[config.mk]
export PLATFORM = sky130hd
export DESIGN_NAME = seven_seg_scan_ctrl
export DESIGN_NICKNAME = d
export VERILOG_FILES = /design/src/rtl/seven_seg_scan_ctrl.sv
export SDC_FILE = /design/constraint.sdc
export NUM_CORES = 1
export LEC_CHECK = 0
export CAP_MARGIN = 15
export CORE_ASPECT_RATIO = 1.25
export CORE_UTILIZATION = 59
export CTS_CLUSTER_SIZE = 40
export DETAILED_ROUTE_END_ITERATION = 10
export GPL_TIMING_DRIVEN = 0
export HOLD_SLACK_MARGIN = 0.15
export PLACE_DENSITY_LB_ADDON = 0.3
export SLEW_MARGIN = 20
export SYNTH_ARGS = -nofsm -noshare
export SYNTH_HDL_FRONTEND = slang
export SYNTH_SLANG_ARGS = --single-unit
[constraint.sdc]
create_clock -name clock -period 4 [get_ports clock]
set_input_delay 0.8 -clock clock [delete_from_list [all_inputs] [get_ports clock]]
set_output_delay 0.8 -clock clock [all_outputs]
set_load 0.02 [all_outputs]
[src/rtl/seven_seg_scan_ctrl.sv]
// ---------------------------------------------------------------------------
// seven_seg_scan_ctrl
//   Multiplexed scanner for DIGITS common-anode seven-segment digits.
//   Each digit gets a slot of DWELL cycles. The slot opens with BLANK
//   all-dark cycles (anti-ghosting), then the digit is lit for
//   min(bright, DWELL-BLANK) cycles, then it is dark until the slot ends.
//   Digits are scanned most-significant first (idx DIGITS-1 down to 0).
//   Writes land in a pending buffer and are copied to the shadow buffer
//   only on the frame boundary, so a frame is always drawn from one
//   consistent snapshot.
//
// Ports
//   clock       system clock, rising edge
//   reset       asynchronous, active-low reset
//   load        one-cycle strobe; captures the data inputs into pending
//   digit_data  hex nibble per digit, nibble d = bits [4d+3:4d]
//   dp_in       decimal point request per digit, 1 = lit
//   digit_en    per-digit enable, 0 = digit stays dark in its slot
//   bright      lit cycles per slot (clamped to DWELL-BLANK)
//   anode       active-low digit select, registered
//   seg         active-low segments {g,f,e,d,c,b,a}, registered
//   dp_n        active-low decimal point, registered
//   frame_tick  one-cycle pulse after the shadow buffer updates, registered
// ---------------------------------------------------------------------------
module seven_seg_scan_ctrl #(
    parameter int DIGITS = 4,
    parameter int DWELL  = 16,
    parameter int BLANK  = 2,
    parameter int BW     = $clog2(DWELL + 1)
) (
    input  logic                  clock,
    input  logic                  reset,
    input  logic                  load,
    input  logic [4*DIGITS-1:0]   digit_data,
    input  logic [DIGITS-1:0]     dp_in,
    input  logic [DIGITS-1:0]     digit_en,
    input  logic [BW-1:0]         bright,
    output logic [DIGITS-1:0]     anode,
    output logic [6:0]            seg,
    output logic                  dp_n,
    output logic                  frame_tick
);

    localparam int CW = (DWELL > 1) ? $clog2(DWELL) : 1;
    localparam int IW = (DIGITS > 1) ? $clog2(DIGITS) : 1;
    localparam logic [CW-1:0] CYC_LAST = CW'(DWELL - 1);
    localparam logic [IW-1:0] IDX_LAST = IW'(DIGITS - 1);
    localparam logic [BW-1:0] MAX_ON   = BW'(DWELL - BLANK);

    // Slot position counters
    logic [CW-1:0] cyc;
    logic [IW-1:0] idx;

    // Pending (written by load) and shadow (drawn from) buffers
    logic [4*DIGITS-1:0] pend_data, sh_data;
    logic [DIGITS-1:0]   pend_dp,   sh_dp;
    logic [DIGITS-1:0]   pend_en,   sh_en;
    logic [BW-1:0]       pend_bright, sh_bright;

    logic                boundary;
    logic [BW-1:0]       on_cnt;
    logic                lit;
    logic [DIGITS-1:0]   anode_nxt;
    logic [6:0]          seg_nxt;
    logic                dp_nxt;

    function automatic logic [6:0] hex_decode(input logic [3:0] nib);
        logic [6:0] s;
        case (nib)
            4'h0: s = 7'b1000000;
            4'h1: s = 7'b1111001;
            4'h2: s = 7'b0100100;
            4'h3: s = 7'b0110000;
            4'h4: s = 7'b0011001;
            4'h5: s = 7'b0010010;
            4'h6: s = 7'b0000010;
            4'h7: s = 7'b1111000;
            4'h8: s = 7'b0000000;
            4'h9: s = 7'b0010000;
            4'hA: s = 7'b0001000;
            4'hB: s = 7'b0000011;
            4'hC: s = 7'b1000110;
            4'hD: s = 7'b0100001;
            4'hE: s = 7'b0000110;
            default: s = 7'b0001110;
        endcase
        return s;
    endfunction

    always_comb begin
        boundary  = (cyc == CYC_LAST) && (idx == '0);
        on_cnt    = (sh_bright > MAX_ON) ? MAX_ON : sh_bright;
        lit       = sh_en[idx] && (int'(cyc) >= BLANK) &&
                    (int'(cyc) < BLANK + int'(on_cnt));
        anode_nxt = '1;
        if (lit) begin
            anode_nxt[idx] = 1'b0;
        end
        // Segments only switch at slot start, while every anode is dark.
        seg_nxt = seg;
        dp_nxt  = dp_n;
        if (cyc == '0) begin
            seg_nxt = hex_decode(sh_data[4*int'(idx) +: 4]);
            dp_nxt  = ~sh_dp[idx];
        end
    end

    always_ff @(posedge clock or negedge reset) begin
        if (!reset) begin
            cyc         <= '0;
            idx         <= IDX_LAST;
            pend_data   <= '0;
            pend_dp     <= '0;
            pend_en     <= '0;
            pend_bright <= '0;
            sh_data     <= '0;
            sh_dp       <= '0;
            sh_en       <= '0;
            sh_bright   <= '0;
            anode       <= '1;
            seg         <= 7'h7F;
            dp_n        <= 1'b1;
            frame_tick  <= 1'b0;
        end else begin
            if (cyc == CYC_LAST) begin
                cyc <= '0;
                idx <= (idx == '0) ? IDX_LAST : idx - IW'(1);
            end else begin
                cyc <= cyc + CW'(1);
            end

            if (load) begin
                pend_data   <= digit_data;
                pend_dp     <= dp_in;
                pend_en     <= digit_en;
                pend_bright <= bright;
            end

            // A load in the boundary cycle bypasses pending straight to shadow.
            if (boundary) begin
                sh_data   <= load ? digit_data : pend_data;
                sh_dp     <= load ? dp_in      : pend_dp;
                sh_en     <= load ? digit_en   : pend_en;
                sh_bright <= load ? bright     : pend_bright;
            end

            anode      <= anode_nxt;
            seg        <= seg_nxt;
            dp_n       <= dp_nxt;
            frame_tick <= boundary;
        end
    end

endmodule

==> ds_physical_params.txt <==
Implementation parameters

Parameter                              Value

Yosys
  Dominant non-sequential cell family after synthesis    multiplexers
  Simple-Gate Fraction of Synth Area    5.48%
  Synth top cell by count    sky130_fd_sc_hd__dfrtp_1
  Portion of synthesized cell area occupied by the leading cell type    between 40% and 50%
  Total cells reported by yosys after synthesis    249
  Post-synth area from yosys stat    3470 µm²
  Predominant post-synthesis flop cell    sky130_fd_sc_hd__dfrtp_1
  Most instantiated cells after synthesis    63 x sky130_fd_sc_hd__dfrtp_1, 58 x sky130_fd_sc_hd__mux2_2, 17 x sky130_fd_sc_hd__ha_1
  Total standard cell area after synthesis    3470 µm²
  Yosys adder share    under 10%
  Cell types occupying the most area after synthesis    sky130_fd_sc_hd__dfrtp_1 45%, sky130_fd_sc_hd__mux2_2 19%, sky130_fd_sc_hd__dfstp_2 11%
  Area fraction in compound gates after synthesis    slightly below 5%

Routing
  Detailed-router iteration count before antenna repair    7
  Residual antenna-violating net count after detailed routing    0
  Number of remaining DRC errors    6

Clock network
  Level count of the clock H-tree    3

Final layout
  Seq/total area    45.7%
  Share of the final layout cell area in multi-input gates    approximately a third
  Growth of design area from synthesis to finish    22.7%
  NumNets Final    353
  Antenna Cells    0
  NonClk Buf Share    12.1%
  Top Registers    pend_data: 16 flops, sh_data: 16 flops, seg: 7 flops

Timing
  Unrepaired setup endpoints after global routing    no
  Share of the cycle needed by the critical path after routing    59.9%
  Final number of hold-violating endpoints    0
  Max frequency    417 MHz
  Slew Limit Fails    0
  Post-Route Setup TNS    0 ns
  Setup ws final    1.60 ns

Power and ir drop
  Leakage power figure    1.87 nW
  Sequential share of power    47.2%
  Clk power    740 µW
  Power in combinational cells    256 µW
  Power Internal    1.47 mW
  Biggest consumer    registers
  Worst voltage drop across the vdd grid    roughly 350 µV
  Combinational share of power    13.6%
  Reported net switching power    419 µW

Critical path
  Crit Reg-Reg Startpoint    idx[1]
  Critical path depth    6
  Sort of element at the end of the critical path    register
  CP max FO    10
  Master of the slowest instance on the critical path    sky130_fd_sc_hd__dfstp_2
  Depth of the worst register-to-register path    6
  Critical Path Most Common Cell    sky130_fd_sc_hd__clkbuf_1
  CP Buf/Inv Count    3

Flow run
  Stage-log warning count    36

GRT
  Sum of overflow across all layers after global routing    0
  Global routing usage on met1    26.7%

Run status
  Violations in the final reports    design-rule violations
  Outcome    complete, but fails checks

Placed design
  Post-placement cell area    approximately 4000 µm²

Floorplan
  Fp util    62.4%
  # Taps    64
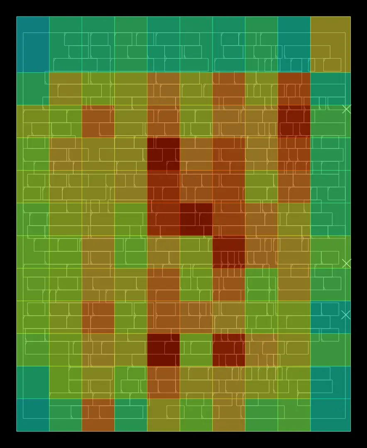
congestion_map.png
routing usage on met2: 41.4%
utilization after layout: 76.6%
most used routing layer in global routing: met2
total routing usage reported by global routing: 23.5%
per-cell routed wire length: 16.8 µm

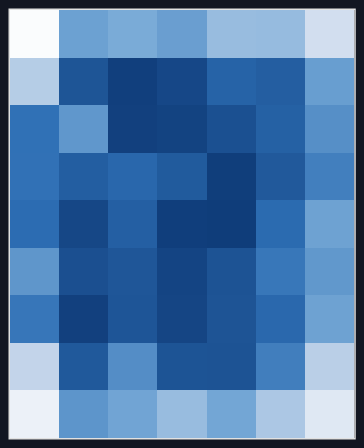
util_map.png
The die is cut into 7 by 9 equal tiles; white is low, dark blue is high, 0 to 100% covered.
The mean over all tiles is 67%. 51% of the tiles are over 75% full. The densest ninth of the die: center. The fullest tile reaches 95%.

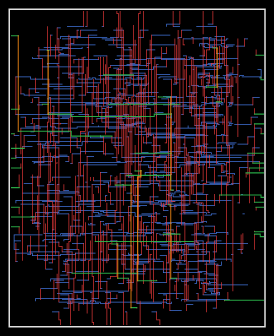
layers.png
Key: red = M2 [wire length 3260 µm]; blue = M1 [wire length 2550 µm]; green = M3 [wire length 280 µm]; orange = M4 [wire length 176 µm]

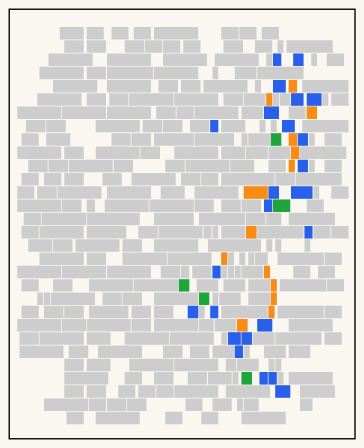
gates.png
Key: orange = nand cells [cells 14, most used nand2_1]; blue = aoi and oai cells [cells 24]; green = and/or cells [cells 5, most used or2_2]

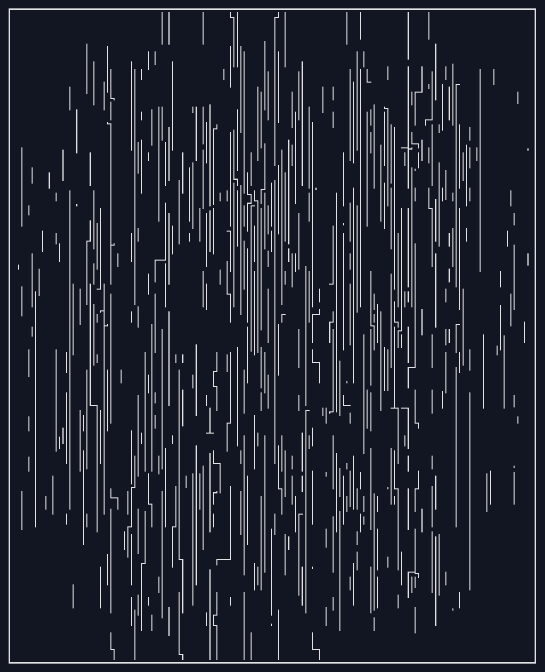
m2.png
The layer holds 52% of the routed length. The longest straight run is 42.8 µm. The wires run mostly vertical. The layer carries 3260 µm of wire. 312 nets have wire on it.

Power and IR drop assume default switching activity.
